Fig. 1: logic cells by family
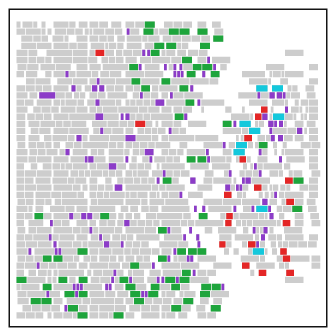
Fig. 2: met3 routing
The bar under the picture is 20 um long.
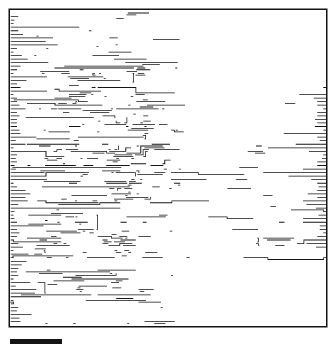
Fig. 3: register map, names as in the netlist
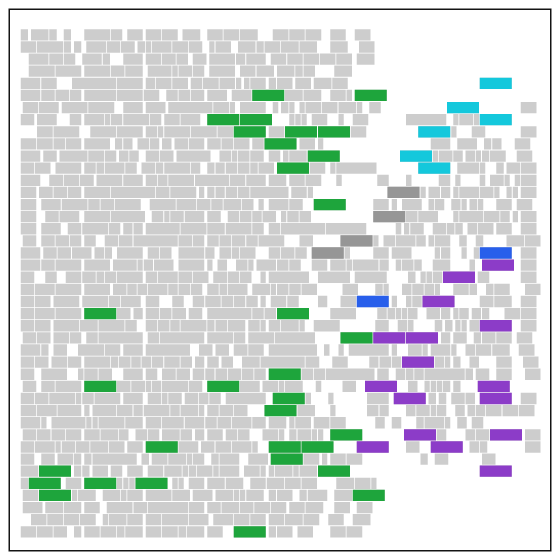
Fig. 4: track usage over the die
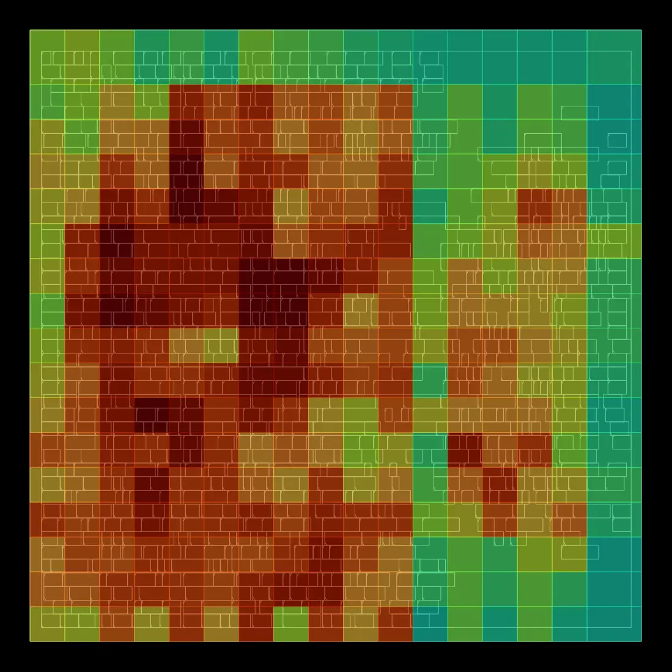
Fig. 5: M2 wires
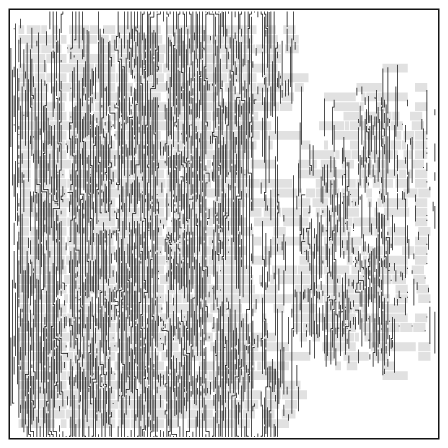
$ cat config.mk
export PLATFORM = sky130hd
export DESIGN_NAME = sccomp_run_monitor_flat
export DESIGN_NICKNAME = d
export VERILOG_FILES = /design/src/rtl/sccomp_run_monitor_if.sv /design/src/rtl/sccomp_run_monitor.sv /design/src/flat_wrapper.sv
export SDC_FILE = /design/constraint.sdc
export NUM_CORES = 1
export LEC_CHECK = 0
export ABC_CLOCK_PERIOD_IN_PS = 4380
export CAP_MARGIN = 20
export CORE_MARGIN = 2
export CORE_UTILIZATION = 38
export DETAILED_ROUTE_END_ITERATION = 16
export PLACE_DENSITY = 0.82
export SYNTH_ARGS = -nofsm -noshare
export SYNTH_HDL_FRONTEND = slang
export SYNTH_SLANG_ARGS = --single-unit
export TNS_END_PERCENT = 20
$ cat constraint.sdc
create_clock -name clk -period 4.38 [get_ports clk]
set_input_delay 1.314 -clock clk [delete_from_list [all_inputs] [get_ports clk]]
set_output_delay 1.314 -clock clk [all_outputs]
set_load 0.03 [all_outputs]
$ cat src/rtl/sccomp_run_monitor_if.sv
// Dump stream port of the sccomp run monitor: one word per valid&&ready beat,
// halt PC first, then r0..r(NREG-1).
interface sccomp_run_monitor_if #(
   parameter int RSEL_W = 5
);
   logic              dump_valid;
   logic              dump_ready;
   logic [31:0]       dump_data;
   logic [RSEL_W:0]   dump_idx;
   logic              dump_last;

   modport master (
      output dump_valid, dump_data, dump_idx, dump_last,
      input  dump_ready
   );

   modport slave (
      input  dump_valid, dump_data, dump_idx, dump_last,
      output dump_ready
   );
endinterface

$ cat src/rtl/sccomp_run_monitor.sv
// Run controller for sccomp: gates the CPU, halts on a PC breakpoint or cycle
// budget, then streams halt PC and the register file out over the dump port.
module sccomp_run_monitor #(
   parameter int NBP        = 4,
   parameter int MAX_CYCLES = 1000,
   parameter int CNT_W      = 16,
   parameter int NREG       = 32,
   parameter int RSEL_W     = 5,
   localparam int BPW       = (NBP > 1) ? $clog2(NBP) : 1
) (
   input  logic                 clk,
   input  logic                 rstn,
   input  logic                 start_i,
   input  logic                 clear_i,
   input  logic [31:0]          pc_i,
   input  logic [NBP*32-1:0]    bp_addr_i,
   input  logic [NBP-1:0]       bp_en_i,
   input  logic [31:0]          reg_data_i,
   output logic                 cpu_run_o,
   output logic [RSEL_W-1:0]    reg_sel_o,
   output logic                 done_o,
   output logic [1:0]           halt_cause_o,
   output logic [BPW-1:0]       halt_bp_id_o,
   output logic [CNT_W-1:0]     cycle_count_o,
   sccomp_run_monitor_if.master dump
);

   typedef enum logic [1:0] {S_IDLE, S_RUN, S_DUMP, S_DONE} state_t;

   localparam logic [CNT_W-1:0] MAX_CNT  = CNT_W'(MAX_CYCLES);
   localparam logic [RSEL_W:0]  LAST_IDX = (RSEL_W+1)'(NREG);

   state_t              state_q, state_d;
   logic [CNT_W-1:0]    cnt_q, cnt_d;
   logic [RSEL_W:0]     idx_q, idx_d;
   logic [31:0]         hpc_q, hpc_d;
   logic [1:0]          cause_q, cause_d;
   logic [BPW-1:0]      bpid_q, bpid_d;
   logic                hit, tmo, valid;
   logic [BPW-1:0]      hit_id;

   // Descending scan so the lowest matching comparator wins.
   always_comb begin
      hit    = 1'b0;
      hit_id = '0;
      for (int k = NBP-1; k >= 0; k--) begin
         if (bp_en_i[k] && (pc_i == bp_addr_i[32*k +: 32])) begin
            hit    = 1'b1;
            hit_id = BPW'(k);
         end
      end
   end

   assign tmo = (cnt_q == MAX_CNT);

   always_comb begin
      state_d   = state_q;
      cnt_d     = cnt_q;
      idx_d     = idx_q;
      hpc_d     = hpc_q;
      cause_d   = cause_q;
      bpid_d    = bpid_q;
      cpu_run_o = 1'b0;
      valid     = 1'b0;
      done_o    = 1'b0;
      case (state_q)
         S_IDLE: begin
            if (start_i) begin
               state_d = S_RUN;
               cnt_d   = '0;
               cause_d = 2'b00;
               idx_d   = '0;
               bpid_d  = '0;
            end
         end
         S_RUN: begin
            // Breakpoint takes priority; the instruction at the halt PC never executes.
            if (hit || tmo) begin
               state_d = S_DUMP;
               hpc_d   = pc_i;
               cause_d = hit ? 2'b01 : 2'b10;
               bpid_d  = hit ? hit_id : '0;
            end else begin
               cpu_run_o = 1'b1;
               cnt_d     = cnt_q + CNT_W'(1);
            end
         end
         S_DUMP: begin
            valid = 1'b1;
            if (dump.dump_ready) begin
               if (idx_q == LAST_IDX) state_d = S_DONE;
               else                   idx_d   = idx_q + (RSEL_W+1)'(1);
            end
         end
         S_DONE: begin
            done_o = 1'b1;
            if (clear_i) state_d = S_IDLE;
         end
         default: state_d = S_IDLE;
      endcase
   end

   always_ff @(posedge clk) begin
      if (!rstn) begin
         state_q <= S_IDLE;
         cnt_q   <= '0;
         idx_q   <= '0;
         hpc_q   <= '0;
         cause_q <= 2'b00;
         bpid_q  <= '0;
      end else begin
         state_q <= state_d;
         cnt_q   <= cnt_d;
         idx_q   <= idx_d;
         hpc_q   <= hpc_d;
         cause_q <= cause_d;
         bpid_q  <= bpid_d;
      end
   end

   // Word 0 is the halt PC, so register r(i-1) is presented at index i.
   assign reg_sel_o       = (state_q == S_DUMP && idx_q != '0) ?
                            RSEL_W'(idx_q - (RSEL_W+1)'(1)) : '0;
   assign dump.dump_valid = valid;
   assign dump.dump_idx   = idx_q;
   assign dump.dump_data  = (idx_q == '0) ? hpc_q : reg_data_i;
   assign dump.dump_last  = valid && (idx_q == LAST_IDX);
   assign halt_cause_o    = cause_q;
   assign halt_bp_id_o    = bpid_q;
   assign cycle_count_o   = cnt_q;

endmodule

$ cat src/flat_wrapper.sv
// flat-port wrapper written by rule: the top's interface ports become plain ports
module sccomp_run_monitor_flat 
#(
   parameter int NBP        = 4,
   parameter int MAX_CYCLES = 1000,
   parameter int CNT_W      = 16,
   parameter int NREG       = 32,
   parameter int RSEL_W     = 5,
   localparam int BPW       = (NBP > 1) ? $clog2(NBP) : 1
)
  (clk, rstn, start_i, clear_i, pc_i, bp_addr_i, bp_en_i, reg_data_i, cpu_run_o, reg_sel_o, done_o, halt_cause_o, halt_bp_id_o, cycle_count_o, dump_dump_valid, dump_dump_data, dump_dump_idx, dump_dump_last, dump_dump_ready);
  sccomp_run_monitor_if #(.RSEL_W(RSEL_W)) dump_i ();
  input  logic clk;
  input  logic rstn;
  input  logic start_i;
  input  logic clear_i;
  input  logic [31:0] pc_i;
  input  logic [NBP*32-1:0] bp_addr_i;
  input  logic [NBP-1:0] bp_en_i;
  input  logic [31:0] reg_data_i;
  output logic cpu_run_o;
  output logic [RSEL_W-1:0] reg_sel_o;
  output logic done_o;
  output logic [1:0] halt_cause_o;
  output logic [BPW-1:0] halt_bp_id_o;
  output logic [CNT_W-1:0] cycle_count_o;
  output wire logic [$bits(dump_i.dump_valid)-1:0] dump_dump_valid;
  output wire logic [$bits(dump_i.dump_data)-1:0] dump_dump_data;
  output wire logic [$bits(dump_i.dump_idx)-1:0] dump_dump_idx;
  output wire logic [$bits(dump_i.dump_last)-1:0] dump_dump_last;
  input wire logic [$bits(dump_i.dump_ready)-1:0] dump_dump_ready;
  assign dump_dump_valid = dump_i.dump_valid;
  assign dump_dump_data = dump_i.dump_data;
  assign dump_dump_idx = dump_i.dump_idx;
  assign dump_dump_last = dump_i.dump_last;
  assign dump_i.dump_ready = dump_dump_ready;
  sccomp_run_monitor #(.NBP(NBP), .MAX_CYCLES(MAX_CYCLES), .CNT_W(CNT_W), .NREG(NREG), .RSEL_W(RSEL_W)) u_core (.clk(clk), .rstn(rstn), .start_i(start_i), .clear_i(clear_i), .pc_i(pc_i), .bp_addr_i(bp_addr_i), .bp_en_i(bp_en_i), .reg_data_i(reg_data_i), .cpu_run_o(cpu_run_o), .reg_sel_o(reg_sel_o), .done_o(done_o), .halt_cause_o(halt_cause_o), .halt_bp_id_o(halt_bp_id_o), .cycle_count_o(cycle_count_o), .dump(dump_i));
endmodule
==> changes_impl.md <==
### Changed

- Status: finished, violations left
- Failing checks: setup timing
- Gr ovfl total: 0
- Clk power: 0.792 mW
- Met1 usage: 35.8%
- Plain + repair buffers: 399
- Flops: 60
- Worst setup path startpoint: bp_addr_i[121]
- N_taps: 176
- Core ar.: approximately 13,000 um2
- Iter 0 DRT Violations: between 600 and 700
- Pre-CTS setup slack: -0.448 ns
- Area fraction in and, or, nand and nor cells: between 20% and 30%
- CP max FO: 2
- Syn Std Cell Area: between 5000 and 6000 um2
- Fin crit share: 103%
- Core Rows: about 42
- Synth Register Bits: 60
- Post-route worst setup slack: -0.138 ns
- Cells on worst reg2reg path: 7
- CTS Sinks: 60
- Biggest consumer: combinational logic
- Worst vdd ir: 0.162 mV
- Synthesis-to-layout area growth: 93.2%
- Top post-synthesis cells by count: 117 x xor2_1, 95 x nand2_1, 60 x dfxtp_1, 40 x nor4_1, 36 x mux2i_1
- Pint: roughly 1.6 mW
- DIE WIDTH: ~120 um
- Vias in the first global route: 6,507
- Area after DPL: 8340 um2
- GRT Total Usage: 32.2%
- Main synth FF type: dfxtp_1
- Post-DP HPWL: ~17,000 um
- CP Launch Type: input port
- Hold Path Depth: 2
- Net Sw Frac: 34.8%
- Worst clock skew: 0.00854 ns
- Worst hold path type: register to register
- Hold WS: 0.456 ns
- Yosys warns: 0
- RePlAce Congestion: roughly 1.0
- Max-cap viol count: 0
- Finish-stage setup viols: 3
- Tool Warnings: 33
Back to the opening pictures, Fig. 1:
| colour | family | cells | most used |
|---|---|---|---|
| purple | nand cells | 127 | nand2_1 |
| red | non-inverting ao/oa cells | 20 | o22a_1 |
| cyan | fa/ha/maj cells | 9 | ha_1 |
| green | mux cells | 68 | mux2i_1 |
Post-Layout Cell Count: 1,180
dominant logic cell type in the layout: clkdlybuf4s50_1
multi-input combinational area share: 45.4%

Back to the opening pictures, Fig. 2:
main direction: horizontal
longest straight run: 41.6 um
share of all routed wire: 9.1%

Back to the opening pictures, Fig. 3:
| colour | signal | placed flops |
|---|---|---|
| blue | u_core.halt_cause_o | 2 |
| purple | u_core.cycle_count_o | 16 |
| green | u_core.hpc_q | 32 |
| cyan | u_core.dump.dump_idx | 6 |
sequential cell area share: 11.9%
Seq. pwr: 0.572 mW
fin util: 75.5%

Back to the opening pictures, Fig. 4:
GR Layer Usage met2: 56.7%
DR WL/cell: 23.3 um
most used routing layer: met2

Back to the opening pictures, Fig. 5:
main direction: vertical
wire length on this layer: 13,400 um
share of all routed wire: 49%

-- critical path: stages --
cell and delay (ns):
dlygate4sd2_1 0.27, xnor2_2 0.17, nand2_2 0.11, buf_4 0.14, buf_4 0.12, buf_4 0.12, buf_4 0.13, buf_4 0.14
buf_4 0.14, buf_4 0.12, buf_4 0.12, buf_4 0.13, buf_4 0.13, buf_4 0.12, buf_4 0.13, buf_4 0.14
buf_4 0.13, buf_4 0.13, buf_4 0.12, buf_4 0.13, nor3_4 0.17, nand3_2 0.12, nor2b_2 0.16, o21ai_1 0.12
mux2i_1 0.14
-- state kept, by name (all words and copies together), names as in the netlist --
register,count
u_core.cycle_count_o,16
u_core.dump.dump_idx,6
u_core.halt_bp_id_o,2
u_core.halt_cause_o,2
u_core.hpc_q,32
u_core.state_q,2
Power is estimated from default activity; no workload was simulated.
